File: config.mk
export PLATFORM = sky130hd
export DESIGN_NAME = addsub_serial_flat
export DESIGN_NICKNAME = d
export VERILOG_FILES = /design/src/rtl/addsub_pkg.sv /design/src/rtl/addsub_serial_if.sv /design/src/rtl/addsub_chunk.sv /design/src/rtl/full_adder.sv /design/src/rtl/addsub_serial.sv /design/src/flat_wrapper.sv
export SDC_FILE = /design/constraint.sdc
export NUM_CORES = 1
export LEC_CHECK = 0
export CORE_UTILIZATION = 57
export CTS_BUF_LIST = sky130_fd_sc_hd__clkbuf_4
export CTS_CLUSTER_SIZE = 25
export DETAILED_ROUTE_END_ITERATION = 10
export HOLD_SLACK_MARGIN = 0.05
export PLACE_DENSITY = 0.87
export SYNTH_ARGS = -nofsm -noshare
export SYNTH_HDL_FRONTEND = slang
export SYNTH_SLANG_ARGS = --single-unit
File: constraint.sdc
create_clock -name clk -period 9.8 [get_ports clk]
set_input_delay 1.96 -clock clk [delete_from_list [all_inputs] [get_ports clk]]
set_output_delay 1.96 -clock clk [all_outputs]
set_load 0.005 [all_outputs]
File: src/rtl/addsub_pkg.sv
// Shared types and constants for the serial adder/subtractor.
package addsub_pkg;

    localparam int unsigned DEF_WIDTH = 16;
    localparam int unsigned DEF_CHUNK = 4;

    localparam logic OP_ADD = 1'b0;
    localparam logic OP_SUB = 1'b1;

    typedef enum logic [1:0] {
        ST_IDLE = 2'd0,
        ST_RUN  = 2'd1,
        ST_DONE = 2'd2
    } state_t;

    // Chunk-index width: clog2 of the chunk count, never below one bit.
    function automatic int unsigned idx_width(input int unsigned n);
        return (n > 1) ? $clog2(n) : 1;
    endfunction

endpackage

File: src/rtl/addsub_serial_if.sv
// Operation request / result handshake bundle for addsub_serial.
interface addsub_serial_if
    import addsub_pkg::*;
#(
    parameter int unsigned WIDTH = DEF_WIDTH
);

    logic             in_valid;
    logic             in_ready;
    logic             op;
    logic [WIDTH-1:0] a;
    logic [WIDTH-1:0] b;
    logic             cin;

    logic             out_valid;
    logic             out_ready;
    logic [WIDTH-1:0] sum;
    logic             cout;
    logic             ovf;
    logic             zero;

    modport master (
        output in_valid, op, a, b, cin, out_ready,
        input  in_ready, out_valid, sum, cout, ovf, zero
    );

    modport slave (
        input  in_valid, op, a, b, cin, out_ready,
        output in_ready, out_valid, sum, cout, ovf, zero
    );

endinterface

File: src/rtl/addsub_chunk.sv
// Combinational CHUNK-bit ripple-carry slice; also exposes the carry into its MSB.
module addsub_chunk #(
    parameter int unsigned CHUNK = 4
) (
    input  logic [CHUNK-1:0] i_a,
    input  logic [CHUNK-1:0] i_b,
    input  logic             i_cin,
    output logic [CHUNK-1:0] o_sum,
    output logic             o_cout,
    output logic             o_cmsb
);

    logic [CHUNK:0] w_c;

    assign w_c[0] = i_cin;

    // Ripple chain of full-adder cells.
    for (genvar g = 0; g < CHUNK; g++) begin : g_bit
        full_adder u_fa (
            .i_a (i_a[g]),
            .i_b (i_b[g]),
            .i_c (w_c[g]),
            .o_s (o_sum[g]),
            .o_c (w_c[g+1])
        );
    end

    assign o_cout = w_c[CHUNK];
    assign o_cmsb = w_c[CHUNK-1];

endmodule

File: src/rtl/full_adder.sv
// Single-bit full adder cell.
module full_adder (
    input  logic i_a,
    input  logic i_b,
    input  logic i_c,
    output logic o_s,
    output logic o_c
);

    assign o_s = i_a ^ i_b ^ i_c;
    assign o_c = (i_a & i_b) | (i_c & (i_a ^ i_b));

endmodule

File: src/rtl/addsub_serial.sv
// Multi-cycle adder/subtractor: one shared CHUNK-bit slice, WIDTH/CHUNK cycles per op.
module addsub_serial
    import addsub_pkg::*;
#(
    parameter int unsigned WIDTH = DEF_WIDTH,
    parameter int unsigned CHUNK = DEF_CHUNK
) (
    input  logic            clk,
    input  logic            rst,
    addsub_serial_if.slave  bus
);

    localparam int unsigned NCHUNK = WIDTH / CHUNK;
    localparam int unsigned IDXW   = idx_width(NCHUNK);

    state_t           r_state;
    state_t           w_state_nxt;

    logic [WIDTH-1:0] r_a;
    logic [WIDTH-1:0] r_b;
    logic [WIDTH-1:0] r_sum;
    logic             r_op;
    logic             r_carry;
    logic             r_cout;
    logic             r_ovf;
    logic             r_zero;
    logic [IDXW-1:0]  r_idx;

    logic [WIDTH-1:0] w_sum_nxt;
    logic [CHUNK-1:0] w_a_chunk;
    logic [CHUNK-1:0] w_b_chunk;
    logic [CHUNK-1:0] w_chunk_sum;
    logic             w_chunk_cout;
    logic             w_chunk_cmsb;
    logic             w_in_ready;
    logic             w_accept;
    logic             w_last;
    logic             w_is_sub;

    assign w_in_ready = (r_state == ST_IDLE) | ((r_state == ST_DONE) & bus.out_ready);
    assign w_accept   = bus.in_valid & w_in_ready;
    assign w_last     = (r_idx == IDXW'(NCHUNK - 1));
    assign w_is_sub   = (bus.op == OP_SUB);

    // Select the active operand chunks and splice the new chunk result into the sum.
    always_comb begin
        w_a_chunk = '0;
        w_b_chunk = '0;
        w_sum_nxt = r_sum;
        for (int unsigned i = 0; i < NCHUNK; i++) begin
            if (r_idx == IDXW'(i)) begin
                w_a_chunk                   = r_a[i*CHUNK +: CHUNK];
                w_b_chunk                   = r_b[i*CHUNK +: CHUNK];
                w_sum_nxt[i*CHUNK +: CHUNK] = w_chunk_sum;
            end
        end
    end

    addsub_chunk #(
        .CHUNK (CHUNK)
    ) u_chunk (
        .i_a    (w_a_chunk),
        .i_b    (w_b_chunk),
        .i_cin  (r_carry),
        .o_sum  (w_chunk_sum),
        .o_cout (w_chunk_cout),
        .o_cmsb (w_chunk_cmsb)
    );

    // State register.
    always_ff @(posedge clk or posedge rst) begin
        if (rst) begin
            r_state <= ST_IDLE;
        end else begin
            r_state <= w_state_nxt;
        end
    end

    // Next-state logic; DONE can go straight back to RUN when a new op is taken.
    always_comb begin
        w_state_nxt = r_state;
        case (r_state)
            ST_IDLE: if (w_accept) w_state_nxt = ST_RUN;
            ST_RUN:  if (w_last)   w_state_nxt = ST_DONE;
            ST_DONE: begin
                if (w_accept) begin
                    w_state_nxt = ST_RUN;
                end else if (bus.out_ready) begin
                    w_state_nxt = ST_IDLE;
                end
            end
            default: w_state_nxt = ST_IDLE;
        endcase
    end

    // Operand latch on accept; one slice step per RUN cycle; flags captured on the last chunk.
    always_ff @(posedge clk or posedge rst) begin
        if (rst) begin
            r_a     <= '0;
            r_b     <= '0;
            r_op    <= 1'b0;
            r_carry <= 1'b0;
            r_idx   <= '0;
            r_sum   <= '0;
            r_cout  <= 1'b0;
            r_ovf   <= 1'b0;
            r_zero  <= 1'b0;
        end else if (w_accept) begin
            // Subtract is A + ~B + ~borrow_in, so invert B and the incoming carry.
            r_a     <= bus.a;
            r_b     <= bus.b ^ {WIDTH{w_is_sub}};
            r_op    <= bus.op;
            r_carry <= bus.cin ^ w_is_sub;
            r_idx   <= '0;
            r_sum   <= '0;
        end else if (r_state == ST_RUN) begin
            r_sum   <= w_sum_nxt;
            r_carry <= w_chunk_cout;
            if (w_last) begin
                r_cout <= w_chunk_cout ^ r_op;
                r_ovf  <= w_chunk_cmsb ^ w_chunk_cout;
                r_zero <= (w_sum_nxt == '0);
            end else begin
                r_idx  <= r_idx + IDXW'(1);
            end
        end
    end

    assign bus.in_ready  = w_in_ready;
    assign bus.out_valid = (r_state == ST_DONE);
    assign bus.sum       = r_sum;
    assign bus.cout      = r_cout;
    assign bus.ovf       = r_ovf;
    assign bus.zero      = r_zero;

endmodule

File: src/flat_wrapper.sv
// flat-port wrapper written by rule: the top's interface ports become plain ports
module addsub_serial_flat import addsub_pkg::*;
#(
    parameter int unsigned WIDTH = DEF_WIDTH,
    parameter int unsigned CHUNK = DEF_CHUNK
)
  (clk, rst, bus_in_valid, bus_op, bus_a, bus_b, bus_cin, bus_out_ready, bus_in_ready, bus_out_valid, bus_sum, bus_cout, bus_ovf, bus_zero);
  addsub_serial_if #(.WIDTH(WIDTH)) bus_i ();
  input  logic clk;
  input  logic rst;
  input wire logic [$bits(bus_i.in_valid)-1:0] bus_in_valid;
  input wire logic [$bits(bus_i.op)-1:0] bus_op;
  input wire logic [$bits(bus_i.a)-1:0] bus_a;
  input wire logic [$bits(bus_i.b)-1:0] bus_b;
  input wire logic [$bits(bus_i.cin)-1:0] bus_cin;
  input wire logic [$bits(bus_i.out_ready)-1:0] bus_out_ready;
  output wire logic [$bits(bus_i.in_ready)-1:0] bus_in_ready;
  output wire logic [$bits(bus_i.out_valid)-1:0] bus_out_valid;
  output wire logic [$bits(bus_i.sum)-1:0] bus_sum;
  output wire logic [$bits(bus_i.cout)-1:0] bus_cout;
  output wire logic [$bits(bus_i.ovf)-1:0] bus_ovf;
  output wire logic [$bits(bus_i.zero)-1:0] bus_zero;
  assign bus_i.in_valid = bus_in_valid;
  assign bus_i.op = bus_op;
  assign bus_i.a = bus_a;
  assign bus_i.b = bus_b;
  assign bus_i.cin = bus_cin;
  assign bus_i.out_ready = bus_out_ready;
  assign bus_in_ready = bus_i.in_ready;
  assign bus_out_valid = bus_i.out_valid;
  assign bus_sum = bus_i.sum;
  assign bus_cout = bus_i.cout;
  assign bus_ovf = bus_i.ovf;
  assign bus_zero = bus_i.zero;
  addsub_serial #(.WIDTH(WIDTH), .CHUNK(CHUNK)) u_core (.clk(clk), .rst(rst), .bus(bus_i));
endmodule
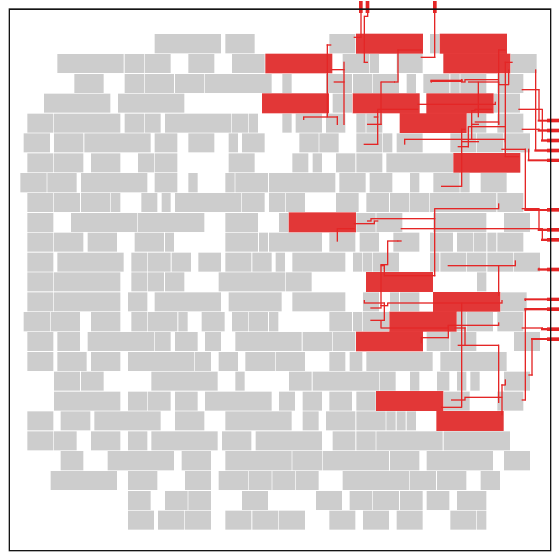
**Above:** I/O nets highlighted.
- bus_sum: red (bits 16; direction output; edge 13 east, 3 north; end cells 16; buffers 16; wire 464 microns)

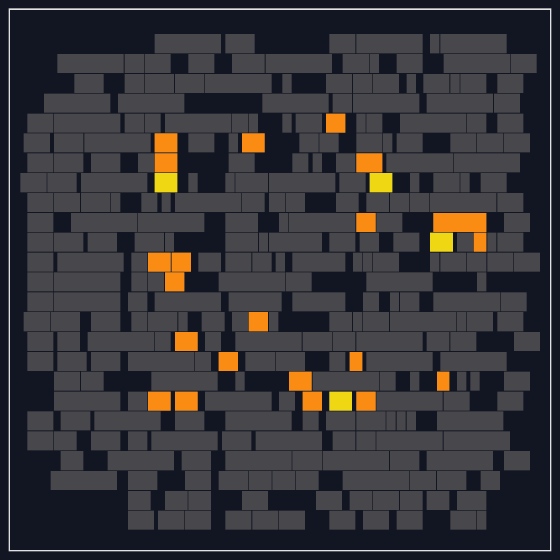
**Above:** gate-type map.
- inverting AOI/OAI gates: orange (cells 21; most used a221oi_1)
- AND-OR and OR-AND gates: yellow (cells 4)

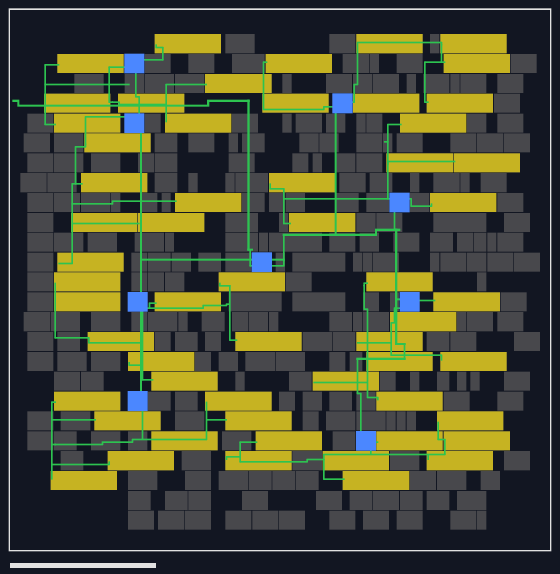
**Above:** clock wires, drivers and flops.
The bar under the picture is 20 microns long.
- clock wires: green (length 644 microns)
- flip-flops: yellow (count 57)
- clock drivers: blue (count 9)
- routed clock nets: 10
- flops lie: all over the die

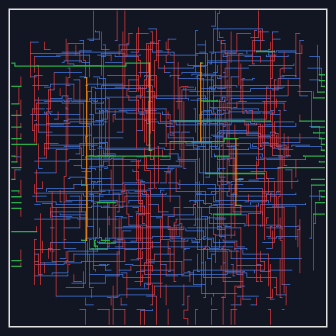
**Above:** signal wires by layer.
- metal 1: blue (wire length 2570 microns)
- metal 2: red (wire length 2730 microns)
- metal 4: orange (wire length 92.5 microns)
- metal 3: green (wire length 232 microns)

how the worst min path moves through the flow:
stage,slack (ps),to,start
final,490,u_core.bus.ovf$_DFFE_PP0P_,u_core.bus.ovf$_DFFE_PP0P_
after global routing,520,u_core.r_b[1]$_DFFE_PP0P_,u_core.r_b[1]$_DFFE_PP0P_
after CTS,500,u_core.r_b[7]$_DFFE_PP0P_,u_core.r_b[7]$_DFFE_PP0P_
after detailed placement,480,u_core.r_b[7]$_DFFE_PP0P_,u_core.r_b[7]$_DFFE_PP0P_
after global placement,460,u_core.bus.ovf$_DFFE_PP0P_,u_core.bus.ovf$_DFFE_PP0P_
after floorplan,460,u_core.r_b[7]$_DFFE_PP0P_,u_core.r_b[7]$_DFFE_PP0P_
final cells by class:
class / count / area, sq um
sequential: 57 / 1430
clock inverter: 2 / 7.51
inverter: 9 / 33.8
clock buffer: 12 / 90.1
tap: 67 / 83.8
timing repair buffer: 60 / 596
multi-input combinational: 164 / 1390
fill: 359 / 1220
layer usage:
metal / share of wire (%) / track usage, %
met5: 0 / 0
met4: 1.6 / 10.3
met3: 4.1 / 4.88
met2: 48 / 37.8
met1: 46 / 32.1
placed cells by master (no fill, tap or decap), types with 4 or more instances in the layout:
cell                              instances
sky130_fd_sc_hd__nor2b_1                 18
sky130_fd_sc_hd__fa_1                     4
sky130_fd_sc_hd__o31ai_1                  6
sky130_fd_sc_hd__mux2_2                  31
sky130_fd_sc_hd__clkbuf_4                12
sky130_fd_sc_hd__mux2i_1                 19
sky130_fd_sc_hd__ha_1                     4
sky130_fd_sc_hd__dfrtp_1                 57
sky130_fd_sc_hd__xor2_1                  16
sky130_fd_sc_hd__xnor2_1                  4
sky130_fd_sc_hd__a221oi_1                 8
sky130_fd_sc_hd__clkdlybuf4s50_1         58
sky130_fd_sc_hd__inv_1                    8
sky130_fd_sc_hd__nand3b_1                 5
sky130_fd_sc_hd__nand2_1                 10
sky130_fd_sc_hd__nor2_1                  18
flip-flops by register name, summed over array words and instances, names as in the netlist:
| name | count |
|---|---|
| u_core.bus.sum | 16 |
| u_core.r_a | 16 |
| u_core.r_b | 16 |
| u_core.r_idx | 2 |
| u_core.r_state | 2 |
| u_core.bus.cout | 1 |
| u_core.bus.ovf | 1 |
| u_core.bus.zero | 1 |
| u_core.r_carry | 1 |
| u_core.r_op | 1 |
power by group through the flow:
stage,clock network [mW],logic [mW],registers [mW]
6_report,0.133,0.698,0.417
5_1_grt,0.146,0.774,0.430
4_1_cts,0.135,0.702,0.417
3_5_place_dp,0,0.702,0.422
3_3_place_gp,0,0.682,0.415
2_1_floorplan,0,0.515,0.395
per-stage QoR:
step                total power [mW]  area (sq um)  hold slack (ps)
floorplan                      0.910          2950              458
global placement                1.10          3530              464
detailed placement              1.12          3530              483
CTS                             1.25          3630              503
global route                    1.35          3630              521
finish                          1.25          3630              494
tightest hold or removal path, delay by kind of cell, from the launching register on:
kind	cells	cell delay (ps)
simple gates	1	50
compound gates	1	60
flops	1	360
==> commit_impl_results.txt <==
Store results of the implementation flow

* Detailed-route wire length: 5630 microns
* Worst reg-to-reg setup slack: 5490 ps
* Status: complete, no violations
- Utilization after layout: 74.9%
* Net switching component of the power: 0.495 mW
- I/O Buffers: 58
* Number of design rule violations left after detail routing: 0
- Cell depth of the worst flop-to-flop path: 14
* Max_slew headroom: 35.8%
- Post-CTS resize count: 0
- RSZ-0062 raised after global routing: no
- Per the final layout report, the fraction of cells sized above drive strength 1 comes to 16.1%.
- Ordered cell list for the critical path: clkdlybuf4s50_1 -> inv_1 -> a21oi_1 -> clkdlybuf4s50_1
- At floorplan, the net count of the design was reported as 292.
- Die Wd: 74.0 microns
- Commonest cells in the netlist: 57 x sky130_fd_sc_hd__dfrtp_1, 31 x sky130_fd_sc_hd__mux2_2, 19 x sky130_fd_sc_hd__mux2i_1
* Class of the worst hold path: flop to flop
- Worst setup path end: bus_in_ready
- STA classifies the critical path startpoint as an input pin.
* Cell area after technology mapping: 2950 sq um
* Placed cell count: 357
* Via count of the routed design: 2030
- Yosys attributes the largest share of cell area to sky130_fd_sc_hd__dfrtp_1 48%, sky130_fd_sc_hd__mux2_2 12%, sky130_fd_sc_hd__mux2i_1 6.4%.
- HPWL after detailed placement: 4000 microns
- Counting flops with a built-in enable in the synthesized netlist gives 0.
- Of the total power, registers draw 33.4%.
Power is estimated from default activity; no workload was simulated.
